<file path="src/rtl/code_verifier.sv">
// code_verifier: latches a one-time 4-digit code on arm, collects keypad digits and
// unlocks on a match, with bounded attempts followed by a timed lockout.
module code_verifier #(
    parameter int unsigned MAX_ATTEMPTS = 3,
    parameter int unsigned LOCK_CYCLES  = 50000000
) (
    input  logic       clk,
    input  logic       rst_n,
    input  logic       arm,
    input  logic [3:0] ref_d1,
    input  logic [3:0] ref_d2,
    input  logic [3:0] ref_d3,
    input  logic [3:0] ref_d4,
    input  logic       key_valid,
    input  logic [3:0] key_code,
    output logic [3:0] disp_d1,
    output logic [3:0] disp_d2,
    output logic [3:0] disp_d3,
    output logic [3:0] disp_d4,
    output logic [2:0] entry_cnt,
    output logic       armed,
    output logic       unlocked,
    output logic       unlock_pulse,
    output logic       fail_pulse,
    output logic       locked_out,
    output logic [3:0] attempts_left
);
    localparam logic [2:0] S_IDLE  = 3'd0;
    localparam logic [2:0] S_ENTRY = 3'd1;
    localparam logic [2:0] S_CHECK = 3'd2;
    localparam logic [2:0] S_OPEN  = 3'd3;
    localparam logic [2:0] S_LOCK  = 3'd4;
    localparam logic [3:0] K_CLEAR  = 4'hA;
    localparam logic [3:0] K_ENTER  = 4'hB;
    localparam logic [3:0] K_RELOCK = 4'hC;
    localparam logic [3:0] ATT_MAX  = 4'(MAX_ATTEMPTS);
    localparam logic [31:0] LOCK_MAX = 32'(LOCK_CYCLES);

    logic [2:0]      state_q, state_d;
    logic [3:0][3:0] code_q, code_d;
    logic [3:0][3:0] disp_q, disp_d;
    logic [2:0]      cnt_q, cnt_d;
    logic [3:0]      att_q, att_d;
    logic [31:0]     lock_q, lock_d;
    logic            unlock_pulse_q, unlock_pulse_d;
    logic            fail_pulse_q, fail_pulse_d;
    logic            armed_q, armed_d;
    logic            unlocked_q, unlocked_d;
    logic            locked_q, locked_d;
    logic            is_digit;
    logic [3:0]      att_dec;

    assign is_digit = key_code < 4'd10;
    assign att_dec  = att_q - 4'd1;

    always_comb begin
        state_d        = state_q;
        code_d         = code_q;
        disp_d         = disp_q;
        cnt_d          = cnt_q;
        att_d          = att_q;
        lock_d         = lock_q;
        unlock_pulse_d = 1'b0;
        fail_pulse_d   = 1'b0;
        // arm outranks any key in the same cycle; CHECK and LOCKOUT are not re-armable
        if (arm && (state_q == S_IDLE || state_q == S_ENTRY || state_q == S_OPEN)) begin
            state_d = S_ENTRY;
            code_d  = {ref_d4, ref_d3, ref_d2, ref_d1};
            disp_d  = '1;
            cnt_d   = 3'd0;
            att_d   = ATT_MAX;
        end else begin
            case (state_q)
                S_ENTRY: if (key_valid) begin
                    if (is_digit) begin
                        if (cnt_q < 3'd4) begin
                            disp_d[cnt_q[1:0]] = key_code;
                            cnt_d = cnt_q + 3'd1;
                        end
                    end else if (key_code == K_CLEAR) begin
                        disp_d = '1;
                        cnt_d  = 3'd0;
                    end else if (key_code == K_ENTER && cnt_q == 3'd4) begin
                        state_d = S_CHECK;
                    end
                end
                S_CHECK: if (disp_q == code_q) begin
                    state_d        = S_OPEN;
                    unlock_pulse_d = 1'b1;
                end else begin
                    fail_pulse_d = 1'b1;
                    att_d        = att_dec;
                    disp_d       = '1;
                    cnt_d        = 3'd0;
                    state_d      = (att_dec == 4'd0) ? S_LOCK : S_ENTRY;
                    lock_d       = (att_dec == 4'd0) ? LOCK_MAX : lock_q;
                end
                S_OPEN: if (key_valid && key_code == K_RELOCK) begin
                    state_d = S_ENTRY;
                    disp_d  = '1;
                    cnt_d   = 3'd0;
                    att_d   = ATT_MAX;
                end
                S_LOCK: begin
                    lock_d = lock_q - 32'd1;
                    if (lock_q <= 32'd1) begin
                        state_d = S_ENTRY;
                        att_d   = ATT_MAX;
                    end
                end
                default: ;
            endcase
        end
    end

    assign armed_d    = state_d != S_IDLE;
    assign unlocked_d = state_d == S_OPEN;
    assign locked_d   = state_d == S_LOCK;

    always_ff @(posedge clk) begin
        if (!rst_n) begin
            state_q        <= S_IDLE;
            code_q         <= '0;
            disp_q         <= '1;
            cnt_q          <= 3'd0;
            att_q          <= ATT_MAX;
            lock_q         <= 32'd0;
            unlock_pulse_q <= 1'b0;
            fail_pulse_q   <= 1'b0;
            armed_q        <= 1'b0;
            unlocked_q     <= 1'b0;
            locked_q       <= 1'b0;
        end else begin
            state_q        <= state_d;
            code_q         <= code_d;
            disp_q         <= disp_d;
            cnt_q          <= cnt_d;
            att_q          <= att_d;
            lock_q         <= lock_d;
            unlock_pulse_q <= unlock_pulse_d;
            fail_pulse_q   <= fail_pulse_d;
            armed_q        <= armed_d;
            unlocked_q     <= unlocked_d;
            locked_q       <= locked_d;
        end
    end

    assign disp_d1       = disp_q[0];
    assign disp_d2       = disp_q[1];
    assign disp_d3       = disp_q[2];
    assign disp_d4       = disp_q[3];
    assign entry_cnt     = cnt_q;
    assign armed         = armed_q;
    assign unlocked      = unlocked_q;
    assign unlock_pulse  = unlock_pulse_q;
    assign fail_pulse    = fail_pulse_q;
    assign locked_out    = locked_q;
    assign attempts_left = att_q;
endmodule

</file>
<file path="config.mk">
export PLATFORM = sky130hd
export DESIGN_NAME = code_verifier
export DESIGN_NICKNAME = d
export VERILOG_FILES = /design/src/rtl/code_verifier.sv
export SDC_FILE = /design/constraint.sdc
export NUM_CORES = 1
export LEC_CHECK = 0
export CELL_PAD_IN_SITES_DETAIL_PLACEMENT = 2
export CELL_PAD_IN_SITES_GLOBAL_PLACEMENT = 2
export CORE_ASPECT_RATIO = 0.8
export CORE_MARGIN = 2
export CORE_UTILIZATION = 35
export DETAILED_ROUTE_END_ITERATION = 8
export PLACE_DENSITY = 0.81
export RECOVER_POWER = 50
export SLEW_MARGIN = 20
export SYNTH_ARGS = -nofsm -noshare
export SYNTH_HDL_FRONTEND = slang
export SYNTH_SLANG_ARGS = --single-unit
</file>
<file path="constraint.sdc">
create_clock -name clk -period 6.5 [get_ports clk]
set_input_delay 1.3 -clock clk [delete_from_list [all_inputs] [get_ports clk]]
set_output_delay 1.3 -clock clk [all_outputs]
set_load 0.05 [all_outputs]
</file>
### Pin placement

Scale: 4 px per um. Pins as bars across the die edge, other pins in gray.
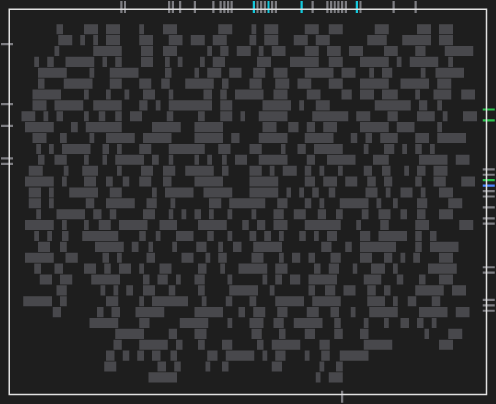
[`entry_cnt`] green | pins: 3 | direction: output | edge: east
[`key_valid`] blue | pins: 1 | direction: input | edge: east
[`disp_d1`] cyan | pins: 4 | direction: output | edge: north
all pins by edge: 30 north, 16 east, 5 west, 1 south

### Routing congestion map

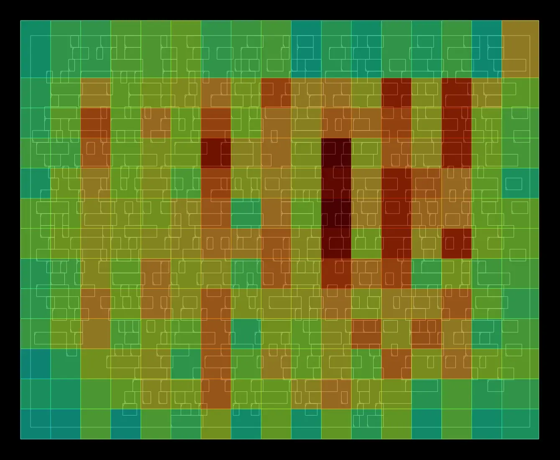
post-layout util: 0.4503
routing layer with the top usage in global route: met2
GR met2 Demand/Resource: 0.4143
routed len/inst: 20.56 um
global-route total usage across every layer: 0.2353

==> out/notes.md <==
### Status
- finished, violations left — run status
- max-capacitance violations, max-slew violations — violations in the final reports

### Worst hold path
- lock_q[28] — Hold Crit Endpoint
- register to register — type of the worst min-delay path
- lock_q[28] — worst hold path startpoint
- 2 — worst hold path stage count

### Synth
- 0 — count of library flops with an enable pin
- 0.02707 — adder and majority cell fraction of the synthesized area
- 0.2457 — Basic Gates by Area
- 0 — fraction of registers with async set or reset after synthesis
- 79 — synthesis-stage register bit count
- 0.08765 — area share of xor/xnor cells in the synthesized design
- dfxtp_1 — top cell type by total area after synthesis
- 436 — # Cells Yosys
- 0.4277 — share of synthesized area occupied by flip-flops and latches
- 0.003697 mm^2 — post-synth area from yosys stat
- 468 — number of nets at floorplan
- dfxtp_1 — most frequently used cell type in the post-synthesis netlist
- 0.1658 — and-or/or-and share of the synthesized area
- dfxtp_1, nand2_1, a21oi_1 — Commonest cells post-synth
- 0 — warning count from the yosys run

### Global route
- 0.04621 — met3 track demand over resource
- 0.2970 — global-route track usage on met1
- 3770 — via count of the first global-routing pass
- 20580 um — global-route wire length before repair

### Clocking
- 0.34 ns — clock network latency to the later pin of the worst-skew pair
- 9 — CTS Buf Count
- 3 — H-tree levels
- 0.06 ns — clock-pin slew on the worst setup and hold paths

### Layout
- 0 — Antenna Cells
- 0.04938 — fraction of final layout cells with drive strength greater than 1
- 1143 — number of fill cells
- 0.004629 mm^2 — finished layout cell area
- 626 — final non-filler cell total
- dfxtp_1, nand2_1, a21oi_1 — most numerous logic cells after layout
- 25.21% — area growth from synthesis to layout
- dfxtp_1 — most numerous logic cell after layout

### Place
- 610 — instance count after placement with tap cells included
- 2.602 ns — Setup Slack @ Placement
- 0.004324 mm^2 — placed cell area
- 51 — IO Port Bufs
- 8796 um — HPWL Detailed
- 0.7906 — placer's final routability congestion estimate

### Die
- 0.01028 mm^2 — placeable core region
- 118.9 um — Horiz. Die Dim
- 33 — number of core rows

### Power
- 0.088 — part of the power in combinational logic
- 0.2549 — switching part of the total
- 0.8396 mW — internal power consumption
- 0.506 mW — Seq. pwr
- 1.127 mW — overall power
- 155.4 uV — Peak supply drop
- 0.449 — part of the total power dissipated in sequential elements
- 0.2872 mW — switching pwr

### STA
- 36 — max-slew violation count
- 2.806 ns — fin worst setup slack
- 270.7 MHz — maximum achievable frequency
- 0.5683 — final critical-path share of the clock period
- -0.1714 — slew margin rel.
- 3.694 ns — minimum clock period after layout
- 0.4796 ns — final hold slack
- 0 — final setup fails

### Job
- 1 — Max-Cap Viols

### Critical path
- input port — startpoint type of the worst setup path
- 1 — buffer and inverter count on the worst path
- register — nature of the critical path endpoint
- disp_d4[3] — Worst setup endpoint
- 8 — Reg2Reg Depth
- 6 — number of cells on the critical path
- input port to register — worst setup path class
- 3.89 ns — endpoint arrival time on the critical path
- attempts_left[0] — Crit Reg-Reg Startpoint
- lock_q[2] — RR Endpoint

### Drt
- 4 — first-pass iteration count of the detailed router
- 329 um — metal3 WL
- 0 — drt drc
- 110 — Starting DRT DRC Count
- 3449 — total via count after detailed routing
- 12870 um — aggregate routed wire length
- 0 — remaining number of nets flagged by the antenna check after routing

### Wiring heat map

Scale: 3 px per um. 24 x 19 tiles, from dark blue (low) to red (high), scaled to the fullest tile. Values are wire area over tile area, all layers added.
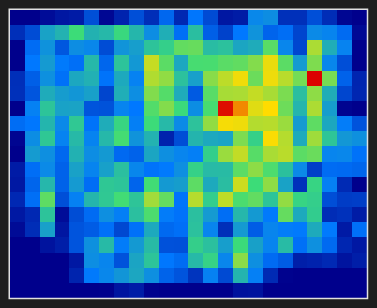
mean over tiles: 0.17
emptiest ninth of the die: south-west
fullest tile: 0.57
tiles over half the peak: 18%

### Metal 2

Scale: 4 px per um. Cells faint in the background.
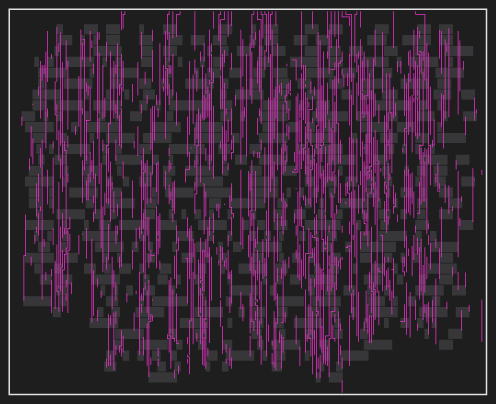
share of all routed wire: 49%
longest straight run: 39.8 um

-- area by class of cell --
class	instances	area, um^2	share of cell area
clock buffer	10	239.0	0.05162
clock inverter	6	70.07	0.01514
inverter	9	33.78	0.007297
multi-input combinational	329	2008	0.4338
sequential	79	1582	0.3416
tap	140	175.2	0.03784
timing repair buffer	53	521.8	0.1127
-- flip-flops by register name, summed over array words and instances, names as in the netlist --
name,count
lock_q,32
entry_cnt,3
disp_d1,4
disp_d3,4
disp_d2,4
armed,1
unlock_pulse,1
code_q,16
locked_out,1
fail_pulse,1
unlocked,1
attempts_left,4
disp_d4,4
state_q,3
No activity file was given, so power comes from the tool's default toggle rates.
